File: config.mk
export PLATFORM = sky130hd
export DESIGN_NAME = pe_depacketizer
export DESIGN_NICKNAME = d
export VERILOG_FILES = /design/src/rtl/pe_depacketizer.sv
export SDC_FILE = /design/constraint.sdc
export NUM_CORES = 1
export LEC_CHECK = 0
export ABC_CLOCK_PERIOD_IN_PS = 2110
export CORE_UTILIZATION = 26
export CTS_CLUSTER_SIZE = 8
export DETAILED_ROUTE_END_ITERATION = 16
export PLACE_DENSITY = 0.59
export SYNTH_ARGS = -nofsm -noshare
export SYNTH_HDL_FRONTEND = slang
export SYNTH_SLANG_ARGS = --single-unit
File: constraint.sdc
create_clock -name clk -period 2.11 [get_ports clk]
set_clock_uncertainty 0.05 [all_clocks]
set_input_delay 0.211 -clock clk [delete_from_list [all_inputs] [get_ports clk]]
set_output_delay 0.211 -clock clk [all_outputs]
set_load 0.01 [all_outputs]
File: src/rtl/pe_depacketizer.sv
// PE depacketizer: accepts a routed PE packet, drops packets whose hop
// counters are not exhausted, presents the decoded fields to a consumer,
// then returns a short ACK packet to the sender before taking the next one.
module pe_depacketizer #(
    parameter int         FILTER_WIDTH  = 8,
    parameter int         OUTPUT_WIDTH  = 13,
    parameter logic [1:0] ACK_DIRECTION = 2'd1,
    parameter logic [2:0] ACK_X_HOP     = 3'd2,
    parameter logic [2:0] ACK_Y_HOP     = 3'd1,
    localparam int        PW            = 13 + 5 * FILTER_WIDTH,
    localparam int        CW            = 5 * FILTER_WIDTH - 14
) (
    input  logic                    clk,
    input  logic                    rst_n,
    input  logic [PW-1:0]           pkt_in,
    input  logic                    pkt_valid,
    output logic                    pkt_ready,
    output logic [CW-1:0]           conv_loc,
    output logic [OUTPUT_WIDTH-1:0] residue,
    output logic [3:0]              pe_node,
    output logic                    outspike,
    output logic                    timestep,
    output logic                    dec_valid,
    input  logic                    dec_ready,
    output logic [PW-1:0]           ack_out,
    output logic                    ack_valid,
    input  logic                    ack_ready,
    output logic [15:0]             spike_cnt,
    output logic [7:0]              err_cnt
);

    typedef enum logic [1:0] {
        IDLE,
        EMIT,
        ACK
    } state_t;

    state_t        state;
    state_t        state_next;
    logic          init_done;
    logic [PW-9:0] pkt_reg;
    logic          accept;
    logic          malformed;
    logic          unused_dir;

    // Only bits [PW-1:8] carry payload; hops [7:2] are checked on the fly
    // and the direction bits [1:0] play no part in classification.
    assign accept     = pkt_valid && pkt_ready;
    assign malformed  = (pkt_in[7:5] != 3'd0) || (pkt_in[4:2] != 3'd0);
    assign unused_dir = ^pkt_in[1:0];

    assign conv_loc = pkt_reg[PW-9:19];
    assign residue  = pkt_reg[6 +: OUTPUT_WIDTH];
    assign pe_node  = pkt_reg[5:2];
    assign outspike = pkt_reg[1];
    assign timestep = pkt_reg[0];

    // State register; reset abandons whatever packet was in flight.
    always_ff @(posedge clk or negedge rst_n) begin
        if (!rst_n) begin
            state <= IDLE;
        end else begin
            state <= state_next;
        end
    end

    // Keeps pkt_ready low until the first clock edge after reset release.
    always_ff @(posedge clk or negedge rst_n) begin
        if (!rst_n) begin
            init_done <= 1'b0;
        end else begin
            init_done <= 1'b1;
        end
    end

    // Next-state: accept well-formed packets, wait for consumer, then for ACK sink.
    always_comb begin
        state_next = state;
        case (state)
            IDLE:    if (accept && !malformed) state_next = EMIT;
            EMIT:    if (dec_ready)            state_next = ACK;
            ACK:     if (ack_ready)            state_next = IDLE;
            default:                           state_next = IDLE;
        endcase
    end

    // Outputs: handshake flags and the ACK packet decoded from the state.
    always_comb begin
        pkt_ready = 1'b0;
        dec_valid = 1'b0;
        ack_valid = 1'b0;
        ack_out   = '0;
        case (state)
            IDLE: pkt_ready = init_done;
            EMIT: dec_valid = 1'b1;
            ACK: begin
                ack_valid = 1'b1;
                ack_out   = {{(PW-13){1'b0}}, pe_node, 1'b1,
                             ACK_Y_HOP, ACK_X_HOP, ACK_DIRECTION};
            end
            default: pkt_ready = 1'b0;
        endcase
    end

    // Payload capture on every accepted packet; only shown while dec_valid.
    always_ff @(posedge clk or negedge rst_n) begin
        if (!rst_n) begin
            pkt_reg <= '0;
        end else if (accept) begin
            pkt_reg <= pkt_in[PW-1:8];
        end
    end

    // Saturating counters for accepted spikes and dropped malformed packets.
    always_ff @(posedge clk or negedge rst_n) begin
        if (!rst_n) begin
            spike_cnt <= '0;
            err_cnt   <= '0;
        end else if (accept) begin
            if (malformed) begin
                if (err_cnt != 8'hFF) err_cnt <= err_cnt + 8'd1;
            end else if (pkt_in[9]) begin
                if (spike_cnt != 16'hFFFF) spike_cnt <= spike_cnt + 16'd1;
            end
        end
    end

endmodule

### Signal wires on met2, run 1

Drawn at 4 px/um.
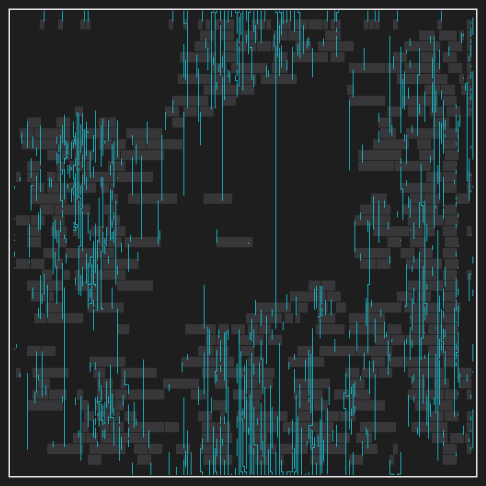
share of all routed wire = 49%
wire length on this layer = 3710 um
main direction = vertical
longest straight run = 70.4 um
nets with wire on the layer = 443
met2 Usage GRT: 19.7%
DR vias: 2436
final WL: 7610 um

### Clock routing, run 1

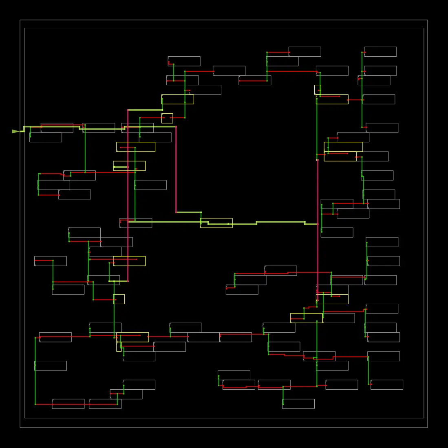
clk pwr: 1.59 mW
Clock Latency Late Sink: 0.33 ns
CTS Buf Count: 9

==> impl_metrics.tcl, run 1 <==
# implementation run metrics
set metrics [dict create \
    cts_buffer_depth 2 \
    async_flop_share_pct 100 \
    outcome "finished, final reports clean" \
    overflow 0 \
    port_buffers 135 \
    drc 0 \
    postRouteAntennaNets 0 \
    seq_area_sq_mm 0.00180 \
    yosysCellCount 269 \
    initCoreUtil_pct 26.8 \
    ctsResizeCount 0 \
    area_leaders "dfrtp_1 53%, mux2_2 16%, buf_4 11%" \
    power.group.top "registers" \
    nFlopsAndLatches 72 \
    die_h_um 117 \
    use_met3_pct 3.79 \
    die_area_sq_mm 0.0136 \
    critPathArrivalTime_ns 1.68 \
    warnings 28 \
    fp.coreArea_sq_mm 0.0127 \
    synth_cell_type_count 33 \
    routed_via_density 4.11 \
    finalSetupTns_ns 0 \
    area_share_clock_buf_inv_pct 6.03 \
    setup.worst_path.start_class "register" \
    grt-busiest-layer "met2" \
    wl_per_cell_um 12.9 \
    dr_wl_met2_um 3710 \
    dr.pass1.iters 4 \
    place.gp.congestion 0.762 \
    reg2reg_slack_ns 0.23 \
    path_class "register to output pin" \
    tritoncts "yes" \
    fin_hold_ws_ns 0.323 \
    grt_pass1_vias 2321 \
    rows 41 \
    drive_gt1_share_pct 18.8 \
    dpl.hpwl_um 5690 \
    clock_power_share_pct 37.8 \
    yosysChipArea_sq_mm 0.00341 \
    pg_seq_mw 1.70 \
    ff_type "dfrtp_1" \
    detail_route.iter0.violations 43 \
    cts.sinks 72 \
    ys_ff 72 \
    fmax_ghz 0.514 \
    pwr-share-seq_pct 40.2 \
    critPathMaxFanout 4 \
    nNetsFinal 476 \
    cp.required_ns 1.85 \
    crit_path_end "ack_out[9]" \
    pin_count 183 \
    fin_crit_sh_pct 92.1 \
    clk_pin_slew_ns 0.06 \
    synth-xor-area-share_pct 5.65 \
    hold_class "input pin to asynchronous set/reset pin" \
]
### Clock distribution, run 1

Drawn at 4 px/um.
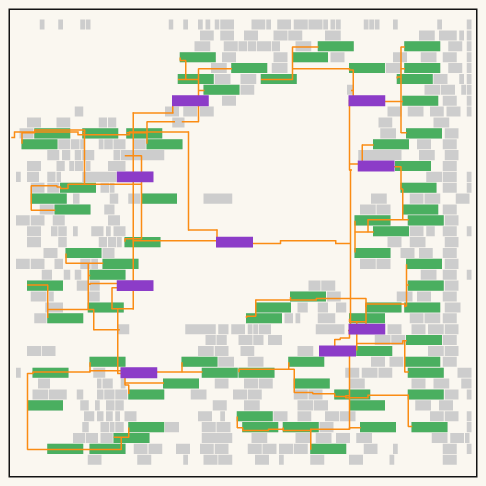
orange -> clock wires  # length 1010 um
purple -> cells driving clock nets  # count 9
green -> flip-flops  # count 72
routed clock nets = 10
flops lie = widely spread

==> run 1: cell usage after synthesis, types with 2 or more instances <==
cell type and n:
nor3_1 3, buf_4 49, mux2_2 47, nor4_1 9, dfrtp_1 72, nand3_1 9, nand4_1 6, and3_1 3
nor2b_1 2, nand2_1 8, nor2_1 4, ha_1 2, buf_2 5, conb_1 2, xnor2_1 10, inv_1 5
and2_1 5, nor3b_1 2, xor2_1 12
==> run 1: through the flow <==
| step | instances | setup WS [ns] |
|---|---|---|
| global route | 592 | 0.0405 |
| finish | 592 | 0.166 |
| floorplan | 313 | 0.334 |
| CTS | 592 | 0.0166 |
| global placement | 576 | 0.0215 |
| detailed placement | 576 | 0.00881 |
## Run 2: what changed since run 1
--- a/config.mk
+++ b/config.mk
@@ -9,6 +9,7 @@
 export CORE_UTILIZATION = 26
 export CTS_CLUSTER_SIZE = 8
 export DETAILED_ROUTE_END_ITERATION = 16
+export GPL_TIMING_DRIVEN = 1
 export PLACE_DENSITY = 0.59
 export SYNTH_ARGS = -nofsm -noshare
 export SYNTH_HDL_FRONTEND = slang
### Cell classes on the final placement, run 2

Drawn at 3 px/um. Fill, decap, tap and diode cells in grey.
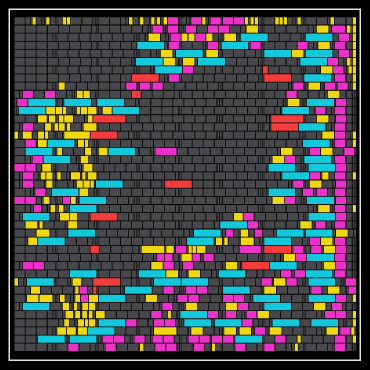
magenta -> other buffers and delay cells  # cells 147, share of their area 30%
red -> clock drivers and dummy loads  # cells 15, share of their area 6.3%
cyan -> flip-flops  # cells 72, share of their area 36%
yellow -> all other logic  # cells 186, share of their area 28%

==> run 2 against run 1 <==
Effect of this change: design area did not move; via count did not move; highest routed layer unchanged; utilization did not move; register-to-register slack barely moved; non-clock buffer count did not move; clock power barely moved; setup slack did not move; flip-flop count did not move; fmax did not move; sequential power barely moved; largest cell class unchanged.
==> impl_metrics.tcl, run 2 <==
# implementation run metrics
set metrics [dict create \
    outcome "finished, final reports clean" \
    synthTopCellsByCount "72 x dfrtp_1, 49 x buf_4, 47 x mux2_2" \
    path_class "register to output pin" \
    crit_path_top_delay_cell "clkdlybuf4s50_1" \
    yosysChipArea_sq_mm 0.00341 \
    seq_area_share_pct 34.9 \
    pre_cts_ws_ns 0.00881 \
    setup_slack_ns 0.166 \
    fmax_ghz 0.514 \
    hold_class "input pin to asynchronous set/reset pin" \
    synth_cell_type_count 33 \
    fin_crit_sh_pct 92.1 \
    pg_clk_mw 1.59 \
    nNetsFinal 476 \
    dr.pass1.iters 4 \
    clk_latency_ns 0.33 \
    critPathArrivalTime_ns 1.68 \
    r2r_start "spike_cnt[0]" \
    port_buffers 135 \
    grt_antenna_before_repair 0 \
    warnings 28 \
    cap_violations 0 \
    dp_cells 576 \
    grt_usage_pct 11.7 \
    dpl.hpwl_um 5690 \
    most_common_cell "dfrtp_1" \
    finalPower_mw 4.22 \
    cp.required_ns 1.85 \
    finalSetupTns_ns 0 \
    wl_per_cell_um 12.9 \
    logic_area_sq_mm 0.00135 \
    vias 2436 \
    reg2reg_to "spike_cnt[3]" \
    path_cells "nor2b_2 -> buf_4 -> and2_1 -> clkdlybuf4s50_1" \
    cts_htree_levels 3 \
    crit_path_end "ack_out[9]" \
    drive_gt1_share_pct 18.8 \
    p_int_mw 3.18 \
    fin_crit_ns 1.94 \
    totalWireLength_um 7610 \
    setup.worst_path.start_class "register" \
    end_kind "output pin" \
    utilization_pct 40.6 \
    overflow 0 \
    pg_seq_mw 1.70 \
    layoutNonFillerInstCount 592 \
    taps 172 \
    fillerInstances 1242 \
    ff_type "dfrtp_1" \
    power.group.top "registers" \
    async_flop_share_pct 100 \
    tritoncts "yes" \
    diodes 0 \
    pin_count 183 \
    cts_buffer_depth 2 \
    place.gp.congestion 0.762 \
    routed_via_density 4.11 \
    fp.coreArea_sq_mm 0.0127 \
    area_leaders "dfrtp_1 53%, mux2_2 16%, buf_4 11%" \
    rows 41 \
    detail_route.iter0.violations 43 \
    reg2reg_slack_ns 0.23 \
    ys_ff 72 \
    yosysCellCount 269 \
    cts_made_buffers 9 \
    rsz0062_at_grt "false" \
    clock_power_share_pct 37.8 \
    area_share_clock_buf_inv_pct 6.03 \
    grt_pass1_vias 2321 \
    die_h_um 117 \
    postRouteAntennaNets 0 \
    p_comb_share_pct 22.0 \
    inv_count 5 \
    initCoreUtil_pct 26.8 \
    synth_seq_share_pct 52.8 \
    fin_hold_ws_ns 0.323 \
    seq_area_sq_mm 0.00180 \
    sh_comb_area_pct 26.2 \
    pwr-share-seq_pct 40.2 \
    clk_pin_slew_ns 0.06 \
    ys_warn_count 0 \
    die_x_um 117 \
    comb_cells 181 \
    critPathMaxFanout 4 \
    die_area_sq_mm 0.0136 \
    drc 0 \
]
### Clock routing, run 2

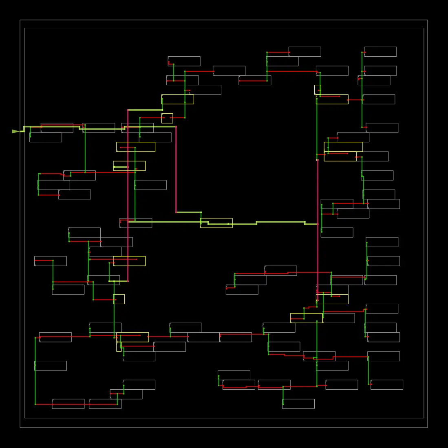
clock buf count: 10
Seq Cell Count: 72
Sink Count: 72

## run 2: cell counts after synthesis
Identical to the previous run, type by type.
## run 2: kinds of logic (layout without fill, tap and decap cells)
group	Yosys count	in the layout	share of synthesized area (%)
flops	72	72	52.8
simple gates	60	60	11.6
buf+inv	60	167	12.4
mux	47	47	15.5
xor+xnor	22	22	5.65
compound gates	4	4	0.991
fa+ha+maj	2	2	0.734
other cells	2	46	0.220
## run 2: metal layers
metal | global-route usage (%) | vias up | part of all wire, %
met4 | 6.07 | 0 | 1.5
met1 | 13.2 | 1190 | 42
li1 | - | 1129 | -
met3 | 3.79 | 9 | 8.1
met2 | 19.7 | 108 | 49
met5 | 0 | - | 0
## run 2: repair_timing
action,in CTS,in global routing
buffers inserted,0,0
hold endpoints to repair,35,0
hold buffers,1,0
resized,0,2
setup endpoints to repair,0,1
Power is estimated from default activity; no workload was simulated.
